Cell area per tile:
Bar = 20 microns. 7 x 7 tiles, from white (low) to dark blue (high), 0 to 100% covered.
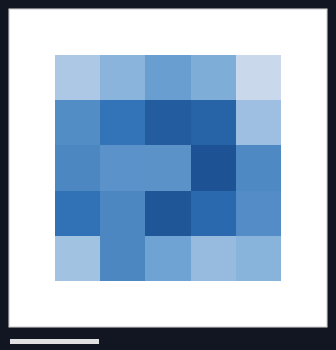
Nets reached from selected ports:
Bar = 20 microns.
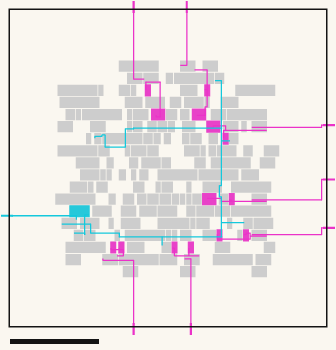
PDN straps and rails:
Bar = 20 microns. Pins as bars on the die edge. Tap cells in gray.
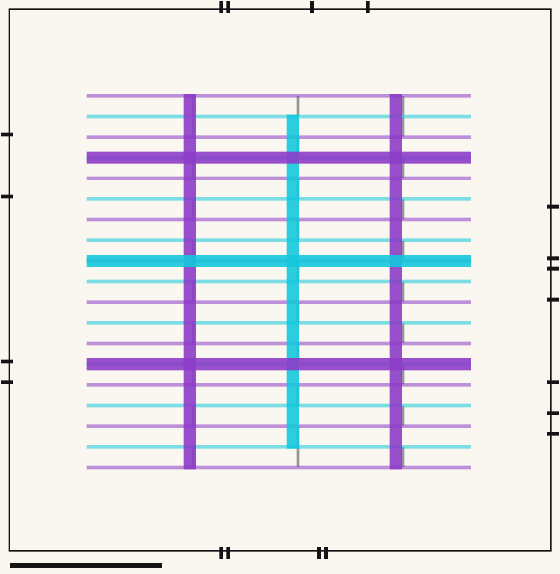
Sequential cells grouped by signal name:
Bar = 20 microns. Other sequential cells in the stronger gray, the rest of the logic in the fainter gray.
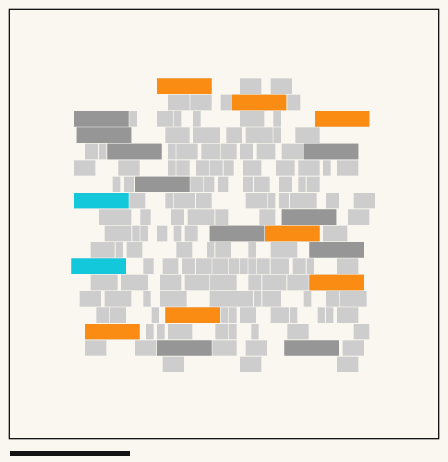
Placed standard cells:
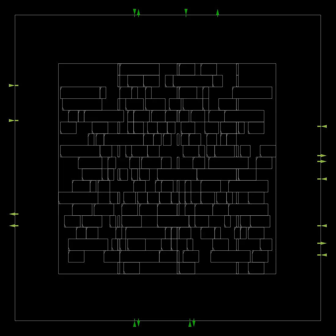
**config.mk**
```make
export PLATFORM = sky130hd
export DESIGN_NAME = fls_rev
export DESIGN_NICKNAME = d
export VERILOG_FILES = /design/src/rtl/fls_pkg.sv /design/src/rtl/en_edge.sv /design/src/rtl/fls_rev.sv
export SDC_FILE = /design/constraint.sdc
export NUM_CORES = 1
export LEC_CHECK = 0
export CAP_MARGIN = 0
export CORE_MARGIN = 10
export CORE_UTILIZATION = 50
export DETAILED_ROUTE_END_ITERATION = 7
export PLACE_DENSITY_LB_ADDON = 0.15
export SYNTH_ARGS = -nofsm -noshare
export SYNTH_HDL_FRONTEND = slang
export SYNTH_SLANG_ARGS = --single-unit
```
**constraint.sdc**
```tcl
create_clock -name clk -period 2.4 [get_ports clk]
set_input_delay 0.48 -clock clk [delete_from_list [all_inputs] [get_ports clk]]
set_output_delay 0.48 -clock clk [all_outputs]
set_load 0.01 [all_outputs]
```
**src/rtl/fls_pkg.sv**
```systemverilog
// Shared types for the Fibonacci-like sequence walkers: FSM state encoding and default data width.
package fls_pkg;
  localparam int unsigned FLS_WIDTH = 7;

  typedef enum logic [1:0] {
    IDLE,
    LOAD_HI,
    RUN,
    DONE
  } fls_state_e;
endpackage

```
**src/rtl/en_edge.sv**
```systemverilog
// Turns a raw level enable into a one-clk pulse on the clk after it rises.
// A level already high when reset releases stays ignored until it has been seen low once.
module en_edge (
  input  logic clk,
  input  logic rst_n,
  input  logic lvl,
  output logic pulse
);
  logic lvl_q, lvl_d;
  logic armed_q, armed_d;
  logic pulse_q, pulse_d;

  always_comb begin
    lvl_d   = lvl;
    armed_d = armed_q | ~lvl;
    pulse_d = lvl & ~lvl_q & armed_q;
  end

  always_ff @(posedge clk or negedge rst_n) begin
    if (!rst_n) begin
      lvl_q   <= 1'b0;
      armed_q <= 1'b0;
      pulse_q <= 1'b0;
    end else begin
      lvl_q   <= lvl_d;
      armed_q <= armed_d;
      pulse_q <= pulse_d;
    end
  end

  assign pulse = pulse_q;
endmodule

```
**src/rtl/fls_rev.sv**
```systemverilog
// Walks a Fibonacci-like pair backward, one step per enable press, until no step is permitted.
// Optional FLS_REV_STEPCNT_EN adds a saturating 'steps' output counting steps since RUN entry.
module fls_rev
  import fls_pkg::*;
#(
  parameter int unsigned WIDTH = FLS_WIDTH
) (
  input  logic             clk,
  input  logic             rst_n,
  input  logic [WIDTH-1:0] d,
  input  logic             en,
`ifdef FLS_REV_STEPCNT_EN
  output logic [WIDTH-1:0] steps,
`endif
  output logic [WIDTH-1:0] f,
  output logic             done,
  output logic             loaded
);
  fls_state_e       state_q, state_d;
  logic [WIDTH-1:0] hi_q, hi_d;
  logic [WIDTH-1:0] lo_q, lo_d;
  logic             ep;
  logic             permit;
  logic             step;

  en_edge u_en_edge (
    .clk   (clk),
    .rst_n (rst_n),
    .lvl   (en),
    .pulse (ep)
  );

  // Guarding with hi>=lo means the subtraction below can never wrap.
  assign permit = (hi_q >= lo_q) && (lo_q != '0);
  assign step   = (state_q == RUN) && permit && ep;

  always_comb begin
    state_d = state_q;
    hi_d    = hi_q;
    lo_d    = lo_q;
    case (state_q)
      IDLE: begin
        if (ep) begin
          hi_d    = d;
          lo_d    = '0;
          state_d = LOAD_HI;
        end
      end
      LOAD_HI: begin
        if (ep) begin
          lo_d    = d;
          state_d = RUN;
        end
      end
      RUN: begin
        if (!permit) begin
          state_d = DONE;
        end else if (ep) begin
          hi_d = lo_q;
          lo_d = hi_q - lo_q;
        end
      end
      DONE: begin
        if (ep) begin
          hi_d    = '0;
          lo_d    = '0;
          state_d = IDLE;
        end
      end
      default: state_d = IDLE;
    endcase
  end

  always_ff @(posedge clk or negedge rst_n) begin
    if (!rst_n) begin
      state_q <= IDLE;
      hi_q    <= '0;
      lo_q    <= '0;
    end else begin
      state_q <= state_d;
      hi_q    <= hi_d;
      lo_q    <= lo_d;
    end
  end

  assign f      = lo_q;
  assign done   = (state_q == DONE);
  assign loaded = (state_q == RUN) || (state_q == DONE);

`ifdef FLS_REV_STEPCNT_EN
  logic [WIDTH-1:0] steps_q, steps_d;

  always_comb begin
    steps_d = steps_q;
    if (state_q == IDLE) begin
      steps_d = '0;
    end else if (step && (steps_q != '1)) begin
      steps_d = steps_q + 1'b1;
    end
  end

  always_ff @(posedge clk or negedge rst_n) begin
    if (!rst_n) begin
      steps_q <= '0;
    end else begin
      steps_q <= steps_d;
    end
  end

  assign steps = steps_q;
`endif
endmodule

```
==> job_summary.md <==
### Metrics collected by this job

| Metric | Value |
|---|---|
| DR WL/cell | `16.8 microns` |
| Critical path, cell by cell | `buf_4 -> ha_1 -> or2_2 -> clkdlybuf4s50_1` |
| Hold path start | `u_en_edge.lvl_q` |
| Req. time, crit path | `1.92 ns` |
| Setup crit start | `state_q[0]` |
| Post-synthesis async set-or-reset flop share | `1.00` |
| CP max-delay cell | `clkdlybuf4s50_1` |
| Lkg Pwr | `0.724 nW` |
| Startpoint types | `register` |
| Largest net degree at the start of global routing | `20` |
| # IOs | `19` |
| Final setup margin | `0.105 ns` |
| Tightest Pin Transition | `0.461 ns` |
| Synthesis area per yosys | `0.00131 sq mm` |
| Via-to-Cell Ratio | `5.79` |
| Cells after Synth | `136` |
| Worst path arrival time | `1.81 ns` |
| Most numerous logic cell after layout | `dfrtp_1` |
| Critical path type | `register to output pin` |
| Ratio of cells with drive above 1 in the final layout | `0.146` |
| Die area | `0.00506 sq mm` |
| Final Instance Area | `0.00156 sq mm` |
| Global route total overflow | `0` |
| Yosys top cell by area | `dfrtp_1` |
| Detailed placer's ending HPWL | `2410 microns` |
| Cell Type Count | `35` |
| Worst slew margin | `0.690` |
| Final WL | `3160 microns` |
| Antenna Nets Post-Route | `0` |
| Power Dens Cells | `1480 mW/mm^2` |
| DR DRC count | `0` |
| Reg clk slew, reported paths | `0.11 ns` |
| Worst Path Max Fanout | `4` |
| Placed Area | `0.00153 sq mm` |
| CTS sink cnt | `19` |
| Ys flops | `19` |
| Hold WS | `0.399 ns` |
| RePlAce Congestion | `0.830` |
| Synth Seq Share | `0.364` |
| Place WS | `0.270 ns` |
| Synth warn | `0` |
| CTS Buffer Depth | `2` |
| Hold WC Path Type | `register to register` |
| Status | `complete, no violations` |
| Total CTS buffers | `3` |
| RSZ-0062 raised after global routing | `no` |
| Log Warnings | `30` |
| Ant. Diodes | `0` |
| Htree depth | `1` |
| Max Fclk | `436 MHz` |
| Count leader, synth | `dfrtp_1` |
| Worst path top cell family by delay | `buffers and inverters` |
| Initial antenna violation count | `0` |
| Most frequent cells in the layout | `dfrtp_1 (19), clkdlybuf4s50_1 (18)` |
| Most common library cells after synthesis | `dfrtp_1 (19), ha_1 (12), inv_1 (11), nand2_1 (11), nor2_1 (11)` |
| Top_reg_cell synth | `dfrtp_1` |
| Worst R2R Start | `f[4]` |
| EDFF count, synth | `0` |
| Later-pin clock latency in the skew report | `0.31 ns` |
| Pwr Total | `2.31 mW` |
| Placed Cells | `183` |
| Area Growth Syn to Fin | `19.5%` |
| Tmin final | `2.29 ns` |
| TritonCTS clock tree | `done` |
| # setup viols final | `0` |
| Yosys top cell area share | `0.364` |
| Synth area leaders | `dfrtp_1 (36%), ha_1 (11%), mux2_2 (7.8%)` |
| Setup total negative slack | `0 ns` |
| Number of DRC markers in iteration 0 | `68` |
| Number of global-route vias before repair | `1209` |
| IO Port Bufs | `18` |
| Final Hold Viols | `0` |
| Global-route wire length before repair | `5440 microns` |
| Floorplan Nets | `159` |
| Init Core Util | `0.528` |
| Worst setup EP type | `output pin` |
| Syn avg cell area | `9.61 sq um` |
| CP peak stage delay | `0.49 ns` |
| Max_cap viols | `0` |
| Tot GR Track Use | `0.128` |
| DRT Pass-1 Iters | `4` |
| Yosys stat cell total | `136` |
| Fin crit share | `0.956` |
| Layout Nets | `182` |
| Vias | `1089` |
| Comb gate area | `768 sq um` |
| Clk_skew | `0.00360 ns` |
| Cell Area, Synth | `0.00131 sq mm` |
| Slew Viols, Final | `0` |
Back to the opening pictures, 'cell area per tile':
- tiles over 75% full: 10%
- nearly empty tiles: 49%
- emptiest ninth of the die: top right
- mean over tiles: 30%
- densest ninth of the die: middle

Back to the opening pictures, 'nets reached from selected ports':
- cyan: done (bits 1; direction output; end cells 1; wire 145 microns)
- magenta: d (bits 7; direction input; end cells 14; wire 215 microns)

Back to the opening pictures, 'PDN straps and rails':
- purple: VSS
- cyan: VDD
- met1 rails: 19
- met5 straps: 3
die height: 71.1 microns
Worst VDD drop: 0.000892 V
core area: 0.00248 sq mm
die width: 71.1 microns

Back to the opening pictures, 'sequential cells grouped by signal name':
- cyan: state_q (placed flops 2)
- orange: hi_q (placed flops 7)
FF/Latch Area: 475 sq um
post-layout util: 0.631
Seq area share: 0.304
P_seq: 533 uW

Back to the opening pictures, 'placed standard cells':
flop count: 19
site row count: 18
Final Instance Count excl. Fillers: 188
final-layout fill cell count: 230

==> registers in the layout, indices dropped and copies added, names as in the netlist <==
name,count
u_en_edge.pulse,1
f,7
u_en_edge.lvl_q,1
state_q,2
u_en_edge.armed_q,1
hi_q,7
==> routing by layer <==
layer  vias up  share of wire  track usage
li1        532              -            -
met1       531           0.43        0.144
met2        21           0.50        0.231
met3         5          0.056       0.0321
met4         0          0.011       0.0366
met5         -              0            0
==> final timing paths <==
check	endpoint	slack, ns	depth (start not counted)
setup / recovery	loaded	0.11	4
hold / removal	u_en_edge.pulse	0.40	1
setup reg to reg	f[1]	0.26	7
hold reg to reg	u_en_edge.pulse	0.40	1
max in group asynchronous	state_q[0]	1.69	2
min in group asynchronous	f[3]	0.50	2
==> kinds of logic after synthesis <==
logic type,after synthesis,synth area share
buffers and inverters,16,0.0507
DFF,19,0.364
xor gates and xnor gates,1,0.00670
AOI/OAI and AO/OA,35,0.189
adders and majority gates,13,0.130
muxes,15,0.123
and+or+nand+nor,37,0.136
==> power by group <==
part           switching [mW]  leakage, nW  internal [mW]
Combinational           0.852        0.474          0.753
Clock                   0.104       0.0150         0.0650
Sequential             0.0891        0.235          0.443
Total                    1.05        0.724           1.26
==> layout make-up <==
cell class | count | area share
timing repair buffer | 22 | 0.135
sequential | 19 | 0.304
multi-input combinational | 101 | 0.492
clock buffer | 4 | 0.0168
inverter | 12 | 0.0288
tap | 30 | 0.0240
==> timing repair <==
action                                  CTS  global route
buffers inserted                          1             0
resized                                   0             1
endpoints found under the setup margin    1             1
hold buffers                              0             0
hold endpoints to repair                  0             0
No activity file was given, so power comes from the tool's default toggle rates.
